Supply network:
Pins as bars on the die edge.
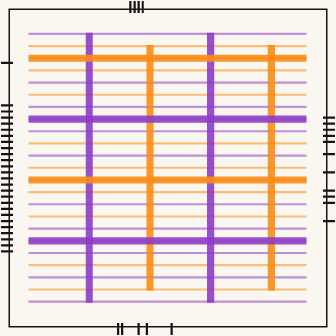
Metal layers overlaid:
Only two layers are drawn.
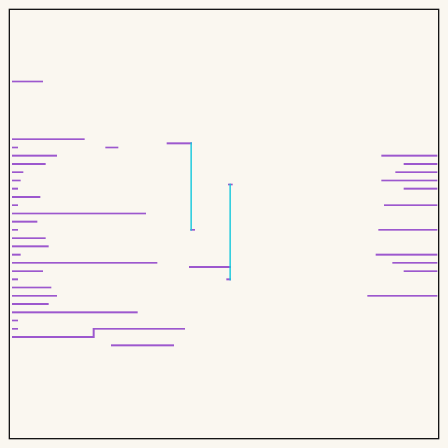
Placed cells, one color a class:
Bar = 20 µm.
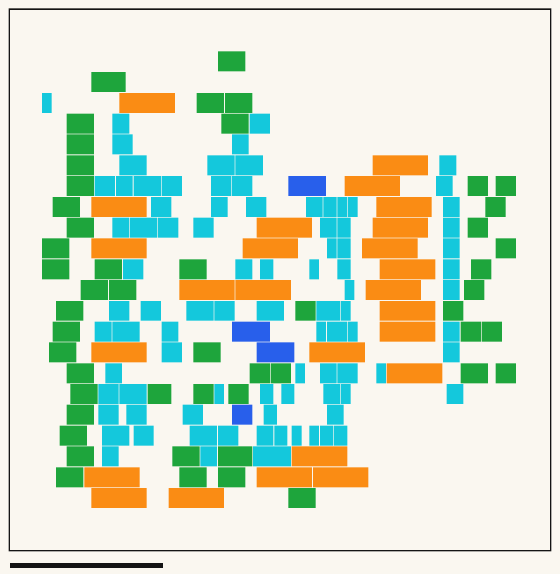
Clock wires, drivers and flops:
Bar = 20 µm.
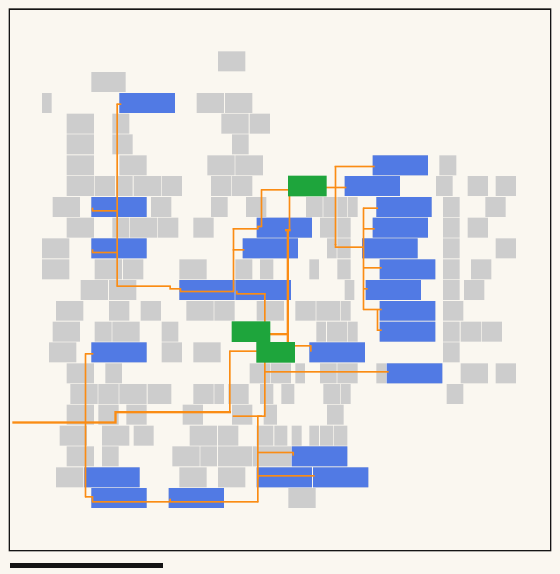
Clock nets:
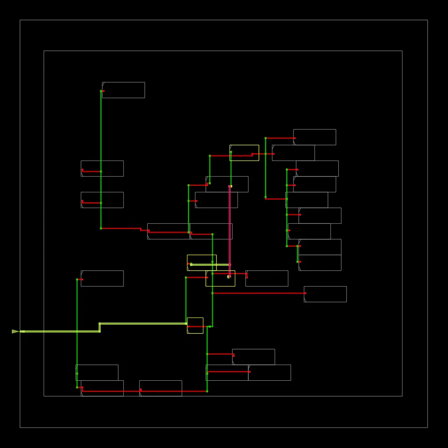
===== src/rtl/regbank_write_arbiter_if.sv =====
// Write-port bundle between the two requesters (A = ALU, B = load unit),
// the arbiter and the dff register bank.
// Ports: req/addr/data per requester in, gnt per requester out;
//        bank_d, reg_load to the bank; busy, err status.
interface regbank_write_arbiter_if #(
    parameter int WIDTH  = 8,
    parameter int NREGS  = 8,
    parameter int ADDR_W = 3
);
    logic              req_a;
    logic [ADDR_W-1:0] addr_a;
    logic [WIDTH-1:0]  data_a;
    logic              gnt_a;
    logic              req_b;
    logic [ADDR_W-1:0] addr_b;
    logic [WIDTH-1:0]  data_b;
    logic              gnt_b;
    logic [WIDTH-1:0]  bank_d;
    logic [NREGS-1:0]  reg_load;
    logic              busy;
    logic              err;

    modport master (
        output req_a, addr_a, data_a,
        output req_b, addr_b, data_b,
        input  gnt_a, gnt_b,
        input  bank_d, reg_load, busy, err
    );

    modport slave (
        input  req_a, addr_a, data_a,
        input  req_b, addr_b, data_b,
        output gnt_a, gnt_b,
        output bank_d, reg_load, busy, err
    );
endinterface


===== src/rtl/regbank_write_arbiter.sv =====
// Round-robin arbiter for the single write port of the register bank.
// Ports: clk, rst_n (sync, active-low); wr = slave side of the write bundle.
module regbank_write_arbiter #(
    parameter int WIDTH   = 8,
    parameter int NREGS   = 8,
    parameter int ADDR_W  = 3,
    parameter int ZERO_RO = 1
) (
    input  logic                    clk,
    input  logic                    rst_n,
    regbank_write_arbiter_if.slave  wr
);

    typedef enum logic [1:0] {
        S_IDLE,
        S_SETUP,
        S_COMMIT
    } state_t;

    state_t            state_q, state_d;
    logic              win_q, win_d;
    logic              ptr_q, ptr_d;
    logic [ADDR_W-1:0] addr_q, addr_d;
    logic [WIDTH-1:0]  bank_d_q, bank_d_d;
    logic              gnt_a_q, gnt_a_d;
    logic              gnt_b_q, gnt_b_d;
    logic              err_q, err_d;
    logic [NREGS-1:0]  load_q, load_d;

    logic pick_b;
    logic win_req;
    logic addr_oob;
    logic addr_ro;

    always_comb begin
        state_d  = state_q;
        win_d    = win_q;
        ptr_d    = ptr_q;
        addr_d   = addr_q;
        bank_d_d = bank_d_q;
        gnt_a_d  = 1'b0;
        gnt_b_d  = 1'b0;
        err_d    = 1'b0;
        load_d   = '0;

        // win/ptr: 0 = A, 1 = B
        pick_b   = wr.req_b & (~wr.req_a | ptr_q);
        win_req  = win_q ? wr.req_b : wr.req_a;
        addr_oob = (int'(addr_q) >= NREGS);
        addr_ro  = (ZERO_RO != 0) && (addr_q == '0);

        unique case (state_q)
            S_IDLE: begin
                if (wr.req_a | wr.req_b) begin
                    state_d  = S_SETUP;
                    win_d    = pick_b;
                    addr_d   = pick_b ? wr.addr_b : wr.addr_a;
                    bank_d_d = pick_b ? wr.data_b : wr.data_a;
                end
            end
            S_SETUP: begin
                if (win_req) begin
                    state_d = S_COMMIT;
                    gnt_a_d = ~win_q;
                    gnt_b_d = win_q;
                    err_d   = addr_oob;
                    if (!addr_oob && !addr_ro) begin
                        for (int i = 0; i < NREGS; i++) begin
                            load_d[i] = (int'(addr_q) == i);
                        end
                    end
                end else begin
                    state_d = S_IDLE;
                end
            end
            S_COMMIT: begin
                ptr_d   = ~win_q;
                state_d = S_IDLE;
            end
            default: begin
                state_d = S_IDLE;
            end
        endcase
    end

    always_ff @(posedge clk) begin
        if (!rst_n) begin
            state_q  <= S_IDLE;
            win_q    <= 1'b0;
            ptr_q    <= 1'b0;
            addr_q   <= '0;
            bank_d_q <= '0;
            gnt_a_q  <= 1'b0;
            gnt_b_q  <= 1'b0;
            err_q    <= 1'b0;
            load_q   <= '0;
        end else begin
            state_q  <= state_d;
            win_q    <= win_d;
            ptr_q    <= ptr_d;
            addr_q   <= addr_d;
            bank_d_q <= bank_d_d;
            gnt_a_q  <= gnt_a_d;
            gnt_b_q  <= gnt_b_d;
            err_q    <= err_d;
            load_q   <= load_d;
        end
    end

    // The bank captures at the edge that ends COMMIT; a reset sampled at
    // that same edge must kill the load and the handshake, so the pulses
    // are qualified with rst_n.
    assign wr.gnt_a    = gnt_a_q & rst_n;
    assign wr.gnt_b    = gnt_b_q & rst_n;
    assign wr.err      = err_q & rst_n;
    assign wr.reg_load = load_q & {NREGS{rst_n}};
    assign wr.bank_d   = bank_d_q;
    assign wr.busy     = (state_q != S_IDLE);

endmodule


===== src/flat_wrapper.sv =====
// flat-port wrapper written by rule: the top's interface ports become plain ports
module regbank_write_arbiter_flat 
#(
    parameter int WIDTH   = 8,
    parameter int NREGS   = 8,
    parameter int ADDR_W  = 3,
    parameter int ZERO_RO = 1
)
  (clk, rst_n, wr_req_a, wr_addr_a, wr_data_a, wr_req_b, wr_addr_b, wr_data_b, wr_gnt_a, wr_gnt_b, wr_bank_d, wr_reg_load, wr_busy, wr_err);
  regbank_write_arbiter_if #(.WIDTH(WIDTH), .NREGS(NREGS), .ADDR_W(ADDR_W)) wr_i ();
  input  logic clk;
  input  logic rst_n;
  input wire logic [$bits(wr_i.req_a)-1:0] wr_req_a;
  input wire logic [$bits(wr_i.addr_a)-1:0] wr_addr_a;
  input wire logic [$bits(wr_i.data_a)-1:0] wr_data_a;
  input wire logic [$bits(wr_i.req_b)-1:0] wr_req_b;
  input wire logic [$bits(wr_i.addr_b)-1:0] wr_addr_b;
  input wire logic [$bits(wr_i.data_b)-1:0] wr_data_b;
  output wire logic [$bits(wr_i.gnt_a)-1:0] wr_gnt_a;
  output wire logic [$bits(wr_i.gnt_b)-1:0] wr_gnt_b;
  output wire logic [$bits(wr_i.bank_d)-1:0] wr_bank_d;
  output wire logic [$bits(wr_i.reg_load)-1:0] wr_reg_load;
  output wire logic [$bits(wr_i.busy)-1:0] wr_busy;
  output wire logic [$bits(wr_i.err)-1:0] wr_err;
  assign wr_i.req_a = wr_req_a;
  assign wr_i.addr_a = wr_addr_a;
  assign wr_i.data_a = wr_data_a;
  assign wr_i.req_b = wr_req_b;
  assign wr_i.addr_b = wr_addr_b;
  assign wr_i.data_b = wr_data_b;
  assign wr_gnt_a = wr_i.gnt_a;
  assign wr_gnt_b = wr_i.gnt_b;
  assign wr_bank_d = wr_i.bank_d;
  assign wr_reg_load = wr_i.reg_load;
  assign wr_busy = wr_i.busy;
  assign wr_err = wr_i.err;
  regbank_write_arbiter #(.WIDTH(WIDTH), .NREGS(NREGS), .ADDR_W(ADDR_W), .ZERO_RO(ZERO_RO)) u_core (.clk(clk), .rst_n(rst_n), .wr(wr_i));
endmodule

===== config.mk =====
export PLATFORM = sky130hd
export DESIGN_NAME = regbank_write_arbiter_flat
export DESIGN_NICKNAME = d
export VERILOG_FILES = /design/src/rtl/regbank_write_arbiter_if.sv /design/src/rtl/regbank_write_arbiter.sv /design/src/flat_wrapper.sv
export SDC_FILE = /design/constraint.sdc
export NUM_CORES = 1
export LEC_CHECK = 0
export ABC_AREA = 0
export CORE_MARGIN = 4
export CORE_UTILIZATION = 29
export DETAILED_ROUTE_END_ITERATION = 6
export MAX_ROUTING_LAYER = met4
export SETUP_SLACK_MARGIN = 0.15
export SYNTH_ARGS = -nofsm -noshare
export SYNTH_HDL_FRONTEND = slang
export SYNTH_SLANG_ARGS = --single-unit
export TNS_END_PERCENT = 50

===== constraint.sdc =====
create_clock -name clk -period 1.71 [get_ports clk]
set_input_delay 0.2565 -clock clk [delete_from_list [all_inputs] [get_ports clk]]
set_output_delay 0.2565 -clock clk [all_outputs]
set_load 0.03 [all_outputs]

==> flow_summary_export.csv <==
group,metric,value,unit
status,outcome,"completed",
synth,ys_sh_mux,0,
hold_path,whs_path_depth,2,
synth,ys_cells,123,
synth,synthTopCellsByCount,"dfxtp_1 (25), and3_1 (11), o311a_1 (11)",
clocking,cts_tree,"done",
power_and_ir_drop,power.total,0.00133,W
worst_setup_path,path_class,"reg -> out",
synth,synth_top_area_share,0.440,
drt,wl,2.73,mm
job,warning_count,28,
final_layout,fill_cells,389,
power_and_ir_drop,pwr-share-comb,0.248,
final_layout,bufAreaShareNonClock,0.280,
timing,skew,0.00476,ns
synth,most_common_cell,"dfxtp_1",
worst_setup_path,worstSetupStartpoint,"u_core.wr.bank_d[4]$_SDFFE_PN0P_",
drt,met1_length,1.24,mm
synth,yosysWarnings,0,
timing,final.min_clock_period,1.54,ns
drt,wl_met3,286,µm
synth,xor_share,0,
worst_setup_path,worstPathBufferInverterCount,1,
final_layout,register_area,500,µm²
worst_setup_path,r2r-start,"u_core.state_q[0]$_SDFFE_PN0P_",
global_route,grt_pass1_vias,1052,
clocking,clock-root-buffer,"clkbuf_8",
Back to the opening pictures, 'supply network':
VSS: drawn in purple. VDD: drawn in orange.
23 met1 rails follow the rows. 46 signal pins sit on the boundary. 4 straps on met4. The core has 22 rows. 4 straps on met5.

Back to the opening pictures, 'metal layers overlaid':
metal 4: drawn in cyan, wire length 29.9 µm. metal 3: drawn in purple, wire length 287 µm.

Back to the opening pictures, 'placed cells, one color a class':
sequential cells: drawn in orange, cells 25. clock drivers and dummy loads: drawn in blue, cells 4. remaining buffers and delay cells: drawn in green, cells 50. combinational and other logic: drawn in cyan, cells 89.

Back to the opening pictures, 'clock wires, drivers and flops':
clock wires: drawn in orange, length 306 µm. flip-flops: drawn in blue, count 25. clock drivers: drawn in green, count 3.
There are 4 routed clock nets.

Back to the opening pictures, 'clock nets':
clock network power: 0.000357 W
total CTS buffers: 3
clk latency late pin: 0.27 ns

Power is estimated from default activity; no workload was simulated.
